[src/rtl/acc_pkg.sv]
// Shared definitions for the result output path: FSM states, command codes,
// the error byte and the default result-vector size.
// Optional feature macro: OUTPUT_CHECKSUM_EN (adds the XOR checksum helper).
package acc_pkg;

    localparam int NBYTES_DEFAULT = 1024;

    localparam logic [3:0] CMD_VEC    = 4'd2;
    localparam logic [3:0] CMD_SCALAR = 4'd3;
    localparam logic [7:0] ERR_BYTE   = 8'hEE;

    typedef enum logic [2:0] {
        IDLE    = 3'd0,
        FETCH   = 3'd1,
        WAIT_RD = 3'd2,
        LOAD    = 3'd3,
        SEND    = 3'd4,
        WAIT_TX = 3'd5,
        FIN     = 3'd6
    } state_t;

    typedef enum logic [1:0] {
        KIND_ERR    = 2'd0,
        KIND_VEC    = 2'd1,
        KIND_SCALAR = 2'd2
    } kind_t;

    typedef enum logic [1:0] {
        TX_IDLE  = 2'd0,
        TX_START = 2'd1,
        TX_DATA  = 2'd2,
        TX_STOP  = 2'd3
    } tx_state_t;

    // Map a nonzero command code onto the kind of payload it requests.
    function automatic kind_t decode_kind(input logic [3:0] cmd);
        kind_t k;
        case (cmd)
            CMD_VEC:    k = KIND_VEC;
            CMD_SCALAR: k = KIND_SCALAR;
            default:    k = KIND_ERR;
        endcase
        return k;
    endfunction

`ifdef OUTPUT_CHECKSUM_EN
    // Running XOR checksum over payload bytes.
    function automatic logic [7:0] csum_next(input logic [7:0] acc, input logic [7:0] b);
        return acc ^ b;
    endfunction
`endif

endpackage

[src/rtl/uart_tx.sv]
// UART serializer: 1 start bit, 8 data bits LSB first, 1 stop bit, each
// CLKS_PER_BIT clocks. Tx_Done pulses during the final stop-bit cycle so the
// caller can prepare the next byte without adding idle time on the line.
// CLKS_PER_BIT must be at least 2.
module uart_tx
    import acc_pkg::*;
#(
    parameter int CLKS_PER_BIT = 100
) (
    input  logic       Clock,
    input  logic       reset,
    input  logic       Tx_DV,
    input  logic [7:0] Tx_Byte,
    output logic       Tx_Active,
    output logic       Tx_Serial,
    output logic       Tx_Done
);

    localparam int CW = (CLKS_PER_BIT > 1) ? $clog2(CLKS_PER_BIT) : 1;
    localparam logic [CW-1:0] LAST_TICK = CW'(CLKS_PER_BIT - 1);
    localparam logic [CW-1:0] DONE_TICK = CW'(CLKS_PER_BIT - 2);

    tx_state_t     state_r;
    logic [CW-1:0] clk_cnt_r;
    logic [2:0]    bit_idx_r;
    logic [7:0]    byte_r;

    // Frame sequencer; line is driven from a register so reset forces it high at once.
    always_ff @(posedge Clock or posedge reset) begin
        if (reset) begin
            state_r   <= TX_IDLE;
            clk_cnt_r <= '0;
            bit_idx_r <= 3'd0;
            byte_r    <= 8'h00;
            Tx_Serial <= 1'b1;
            Tx_Active <= 1'b0;
            Tx_Done   <= 1'b0;
        end else begin
            Tx_Done <= 1'b0;
            case (state_r)
                TX_IDLE: begin
                    Tx_Serial <= 1'b1;
                    clk_cnt_r <= '0;
                    bit_idx_r <= 3'd0;
                    if (Tx_DV) begin
                        byte_r    <= Tx_Byte;
                        Tx_Serial <= 1'b0;
                        Tx_Active <= 1'b1;
                        state_r   <= TX_START;
                    end
                end
                TX_START: begin
                    if (clk_cnt_r == LAST_TICK) begin
                        clk_cnt_r <= '0;
                        Tx_Serial <= byte_r[0];
                        state_r   <= TX_DATA;
                    end else begin
                        clk_cnt_r <= clk_cnt_r + 1'b1;
                    end
                end
                TX_DATA: begin
                    if (clk_cnt_r == LAST_TICK) begin
                        clk_cnt_r <= '0;
                        if (bit_idx_r == 3'd7) begin
                            Tx_Serial <= 1'b1;
                            state_r   <= TX_STOP;
                        end else begin
                            bit_idx_r <= bit_idx_r + 3'd1;
                            Tx_Serial <= byte_r[bit_idx_r + 3'd1];
                        end
                    end else begin
                        clk_cnt_r <= clk_cnt_r + 1'b1;
                    end
                end
                TX_STOP: begin
                    if (clk_cnt_r == DONE_TICK) begin
                        Tx_Done <= 1'b1;
                    end
                    if (clk_cnt_r == LAST_TICK) begin
                        clk_cnt_r <= '0;
                        Tx_Active <= 1'b0;
                        state_r   <= TX_IDLE;
                    end else begin
                        clk_cnt_r <= clk_cnt_r + 1'b1;
                    end
                end
                default: begin
                    state_r   <= TX_IDLE;
                    Tx_Serial <= 1'b1;
                    Tx_Active <= 1'b0;
                end
            endcase
        end
    end

endmodule

[src/rtl/output_interface.sv]
// Result output interface: on a command, streams the result vector (from
// BRAM), the 32-bit scalar, or an error byte over UART, then pulses done.
// Optional feature macro: OUTPUT_CHECKSUM_EN appends an XOR checksum byte.
module output_interface
    import acc_pkg::*;
#(
    parameter int NBytes       = NBYTES_DEFAULT,
    parameter int CLKS_PER_BIT = 100
) (
    input  logic        clk,
    input  logic        reset,
    input  logic [3:0]  command,
    input  logic [31:0] scalar,
    input  logic [7:0]  bram_rdata,
    output logic        bram_ren,
    output logic [9:0]  bram_addr,
    output logic        uart_tx,
    output logic        done,
    output logic        busy
);

    localparam logic [9:0] LAST_VEC = 10'(NBytes - 1);

    state_t      state_r;
    kind_t       kind_r;
    logic [31:0] scalar_r;
    logic [9:0]  count_r;
    logic [9:0]  last_r;
    logic [7:0]  tx_byte_r;
    logic        tx_dv_r;
    logic        tx_active_s;
    logic        tx_done_s;
    logic [7:0]  pay_byte_s;
`ifdef OUTPUT_CHECKSUM_EN
    logic [7:0]  csum_r;
    logic        csum_phase_r;
`endif

    // Payload byte for the current count, chosen by the request kind.
    always_comb begin
        pay_byte_s = ERR_BYTE;
        case (kind_r)
            KIND_VEC:    pay_byte_s = bram_rdata;
            KIND_SCALAR: pay_byte_s = scalar_r[{count_r[1:0], 3'b000} +: 8];
            KIND_ERR:    pay_byte_s = ERR_BYTE;
            default:     pay_byte_s = ERR_BYTE;
        endcase
    end

    // Main sequencer: accepts requests in IDLE, fetches, loads and sends each byte.
    always_ff @(posedge clk or posedge reset) begin
        if (reset) begin
            state_r   <= IDLE;
            kind_r    <= KIND_ERR;
            scalar_r  <= 32'h0;
            count_r   <= 10'd0;
            last_r    <= 10'd0;
            tx_byte_r <= 8'h00;
            tx_dv_r   <= 1'b0;
            bram_ren  <= 1'b0;
            bram_addr <= 10'd0;
            done      <= 1'b0;
            busy      <= 1'b0;
`ifdef OUTPUT_CHECKSUM_EN
            csum_r       <= 8'h00;
            csum_phase_r <= 1'b0;
`endif
        end else begin
            done     <= 1'b0;
            tx_dv_r  <= 1'b0;
            bram_ren <= 1'b0;
            case (state_r)
                IDLE: begin
                    if (command != 4'd0) begin
                        busy      <= 1'b1;
                        scalar_r  <= scalar;
                        count_r   <= 10'd0;
                        bram_addr <= 10'd0;
                        kind_r    <= decode_kind(command);
                        case (decode_kind(command))
                            KIND_VEC:    last_r <= LAST_VEC;
                            KIND_SCALAR: last_r <= 10'd3;
                            default:     last_r <= 10'd0;
                        endcase
`ifdef OUTPUT_CHECKSUM_EN
                        csum_r       <= 8'h00;
                        csum_phase_r <= 1'b0;
`endif
                        state_r <= FETCH;
                    end
                end
                FETCH: begin
`ifdef OUTPUT_CHECKSUM_EN
                    bram_ren <= (kind_r == KIND_VEC) && !csum_phase_r;
`else
                    bram_ren <= (kind_r == KIND_VEC);
`endif
                    state_r <= WAIT_RD;
                end
                WAIT_RD: begin
                    state_r <= LOAD;
                end
                LOAD: begin
                    // Serializer is normally idle here; wait defensively if not.
                    if (!tx_active_s) begin
`ifdef OUTPUT_CHECKSUM_EN
                        if (csum_phase_r) begin
                            tx_byte_r <= csum_r;
                        end else begin
                            tx_byte_r <= pay_byte_s;
                            csum_r    <= csum_next(csum_r, pay_byte_s);
                        end
`else
                        tx_byte_r <= pay_byte_s;
`endif
                        tx_dv_r <= 1'b1;
                        state_r <= SEND;
                    end
                end
                SEND: begin
                    state_r <= WAIT_TX;
                end
                WAIT_TX: begin
                    if (tx_done_s) begin
`ifdef OUTPUT_CHECKSUM_EN
                        if (csum_phase_r) begin
                            done    <= 1'b1;
                            state_r <= FIN;
                        end else if (count_r != last_r) begin
                            count_r   <= count_r + 10'd1;
                            bram_addr <= count_r + 10'd1;
                            state_r   <= FETCH;
                        end else begin
                            csum_phase_r <= 1'b1;
                            state_r      <= FETCH;
                        end
`else
                        if (count_r != last_r) begin
                            count_r   <= count_r + 10'd1;
                            bram_addr <= count_r + 10'd1;
                            state_r   <= FETCH;
                        end else begin
                            done    <= 1'b1;
                            state_r <= FIN;
                        end
`endif
                    end
                end
                FIN: begin
                    busy    <= 1'b0;
                    state_r <= IDLE;
                end
                default: begin
                    busy    <= 1'b0;
                    state_r <= IDLE;
                end
            endcase
        end
    end

    uart_tx #(
        .CLKS_PER_BIT(CLKS_PER_BIT)
    ) u_uart_tx (
        .Clock     (clk),
        .reset     (reset),
        .Tx_DV     (tx_dv_r),
        .Tx_Byte   (tx_byte_r),
        .Tx_Active (tx_active_s),
        .Tx_Serial (uart_tx),
        .Tx_Done   (tx_done_s)
    );

endmodule

[config.mk]
export PLATFORM = sky130hd
export DESIGN_NAME = output_interface
export DESIGN_NICKNAME = d
export VERILOG_FILES = /design/src/rtl/acc_pkg.sv /design/src/rtl/uart_tx.sv /design/src/rtl/output_interface.sv
export SDC_FILE = /design/constraint.sdc
export NUM_CORES = 1
export LEC_CHECK = 0
export ABC_CLOCK_PERIOD_IN_PS = 7000
export CORE_AREA = 2 2 91 93
export DETAILED_ROUTE_END_ITERATION = 8
export DIE_AREA = 0 0 93 95
export DONT_BUFFER_PORTS = 1
export PLACE_DENSITY = 0.71
export SLEW_MARGIN = 10
export SYNTH_ARGS = -nofsm -noshare
export SYNTH_HDL_FRONTEND = slang
export SYNTH_SLANG_ARGS = --single-unit
[constraint.sdc]
create_clock -name clk -period 7 [get_ports clk]
set_input_delay 1.4 -clock clk [delete_from_list [all_inputs] [get_ports clk]]
set_output_delay 1.4 -clock clk [all_outputs]
set_load 0.02 [all_outputs]
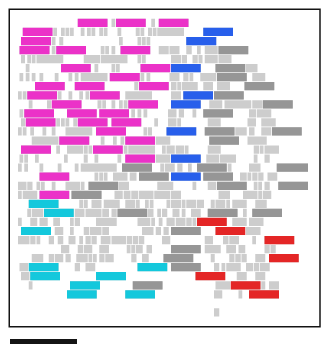
(sequential cells coloured by netlist name)
The bar under the picture is 20 um long. Other sequential cells in the stronger grey, the rest of the logic in the fainter grey.
legend:
  `count_r`:
    colour: cyan
    placed_flops: 10
    where: bottom left
  `scalar_r`:
    colour: magenta
    placed_flops: 32
  `tx_byte_r`:
    colour: blue
    placed_flops: 8
  `u_uart_tx.clk_cnt_r`:
    colour: red
    placed_flops: 7
    where: bottom right
not coloured: 27

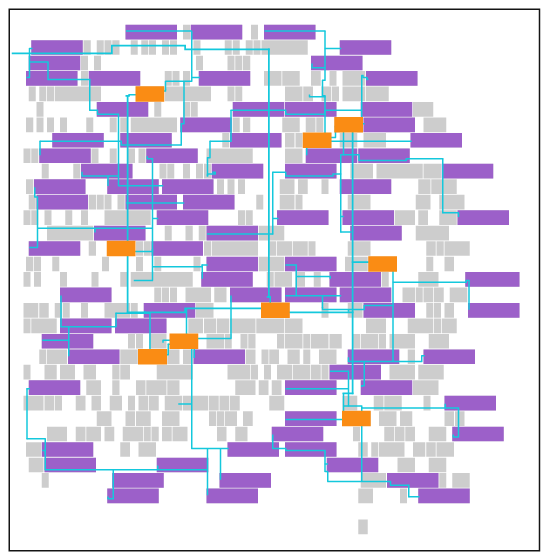
(clock distribution)
legend:
  cells driving clock nets:
    colour: orange
    count: 9
  flip-flops:
    colour: purple
    count: 84
  clock wires:
    colour: cyan
    length: 1050 um
routed clock nets: 10

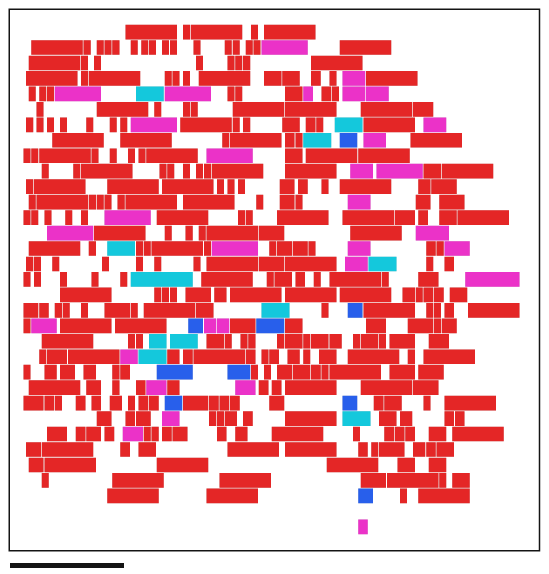
(cell sizes after repair)
The bar under the picture is 20 um long.
legend:
  drive 1 or less:
    colour: red
    cells: 357
    share: 88%
    most_used: nand2_1
  drive 2:
    colour: magenta
    cells: 31
    share: 7.6%
  drive 6 and up:
    colour: cyan
    cells: 11
    share: 2.7%
    most_used: clkbuf_8
  drive 3 to 4:
    colour: blue
    cells: 9
    share: 2.2%

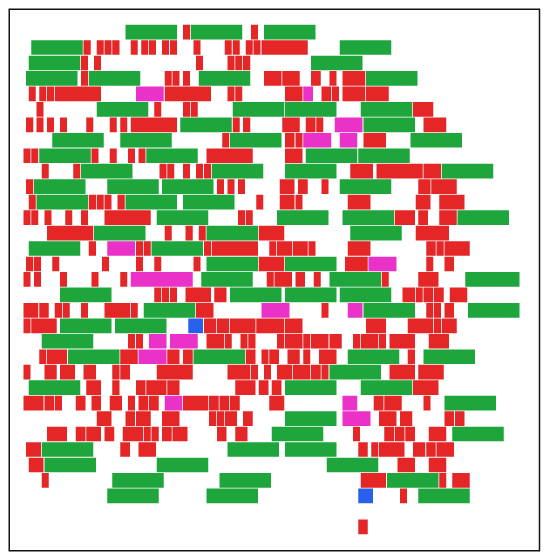
(cells coloured by class)
legend:
  other buffers and delay cells:
    colour: blue
    cells: 2
  clock drivers and dummy loads:
    colour: magenta
    cells: 16
  all other logic:
    colour: red
    cells: 306
  flip-flops:
    colour: green
    cells: 84

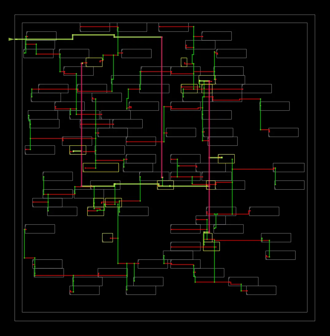
(clock routing)
P_clk: 351 uW
setup skew after layout: 8.683 ps
final-layout clock buffer total: 9

==> flow_summary.html <==
<h2>Synthesis and place &amp; route</h2>
<table>
<tr><th>Metric</th><th>Value</th></tr>
<tr><th colspan="2">Run status</th></tr>
<tr><td>Result of the run</td><td>finished clean</td></tr>
<tr><th colspan="2">Synthesis</th></tr>
<tr><td>Area fraction of the dominant cell type after synthesis</td><td>0.4983</td></tr>
<tr><td>Library cell with the highest instance count after synthesis</td><td>nand2_1</td></tr>
<tr><td>Avg Inst Size Synth</td><td>10.14 um2</td></tr>
<tr><td>Library cells used by synthesis</td><td>58</td></tr>
<tr><td>Post-synthesis simple-gate area fraction</td><td>0.2174</td></tr>
<tr><th colspan="2">Placed design</th></tr>
<tr><td>Hpwl dp</td><td>5.404 mm</td></tr>
<tr><td>Port bufs</td><td>0</td></tr>
<tr><td>Worst slack after detailed placement</td><td>3960 ps</td></tr>
<tr><th colspan="2">Global route</th></tr>
<tr><td>Total gr overflow</td><td>0</td></tr>
<tr><td>Fraction of met2 tracks used by global routing</td><td>0.2959</td></tr>
<tr><th colspan="2">Pwr</th></tr>
<tr><td>Share of power burned in combinational logic</td><td>0.044</td></tr>
<tr><td>Sw Share</td><td>0.2414</td></tr>
<tr><td>Comb power</td><td>40.0 uW</td></tr>
<tr><th colspan="2">Cells and area</th></tr>
<tr><td>Number of sequential storage elements</td><td>84</td></tr>
<tr><td>Post-route standard cell area excluding fillers</td><td>4392 um2</td></tr>
<tr><td>Final Net Count</td><td>464</td></tr>
<tr><td>Antenna cells</td><td>0</td></tr>
<tr><th colspan="2">Critical path</th></tr>
<tr><td>Depth of the most critical reg-to-reg path</td><td>4</td></tr>
<tr><td>Critical path endpoint category</td><td>flop</td></tr>
<tr><td>Flop-to-flop setup slack</td><td>4650 ps</td></tr>
<tr><td>Critical-path top delay cell</td><td>or4_2</td></tr>
<tr><td>Capture point of the worst path</td><td>count_r[6]</td></tr>
<tr><td>Worst setup startpoint</td><td>command[1]</td></tr>
<tr><td>Family with the most delay on the worst path</td><td>simple AND/OR/NAND/NOR gates</td></tr>
<tr><th colspan="2">Clock network</th></tr>
<tr><td>Root buffer selected by CTS</td><td>clkbuf_8</td></tr>
<tr><td>Clk_lat worst skew</td><td>350 ps</td></tr>
<tr><td>CTS-repair resized insts</td><td>0</td></tr>
<tr><th colspan="2">Floorplanning</th></tr>
<tr><td>Chip width</td><td>93 um</td></tr>
<tr><th colspan="2">STA</th></tr>
<tr><td>Transition time at the pin with the least slew margin</td><td>1045 ps</td></tr>
<tr><td>Setup TNS</td><td>0 ps</td></tr>
<tr><td>Final hold violations</td><td>0</td></tr>
<tr><th colspan="2">Routing</th></tr>
<tr><td>Total length of routed wires</td><td>7.935 mm</td></tr>
<tr><td>Topmost layer with routed signal wires</td><td>met4</td></tr>
<tr><td>Met3 wire length</td><td>414 um</td></tr>
<tr><td>Routed length on met2</td><td>3.778 mm</td></tr>
</table>
Power is estimated from default activity; no workload was simulated.
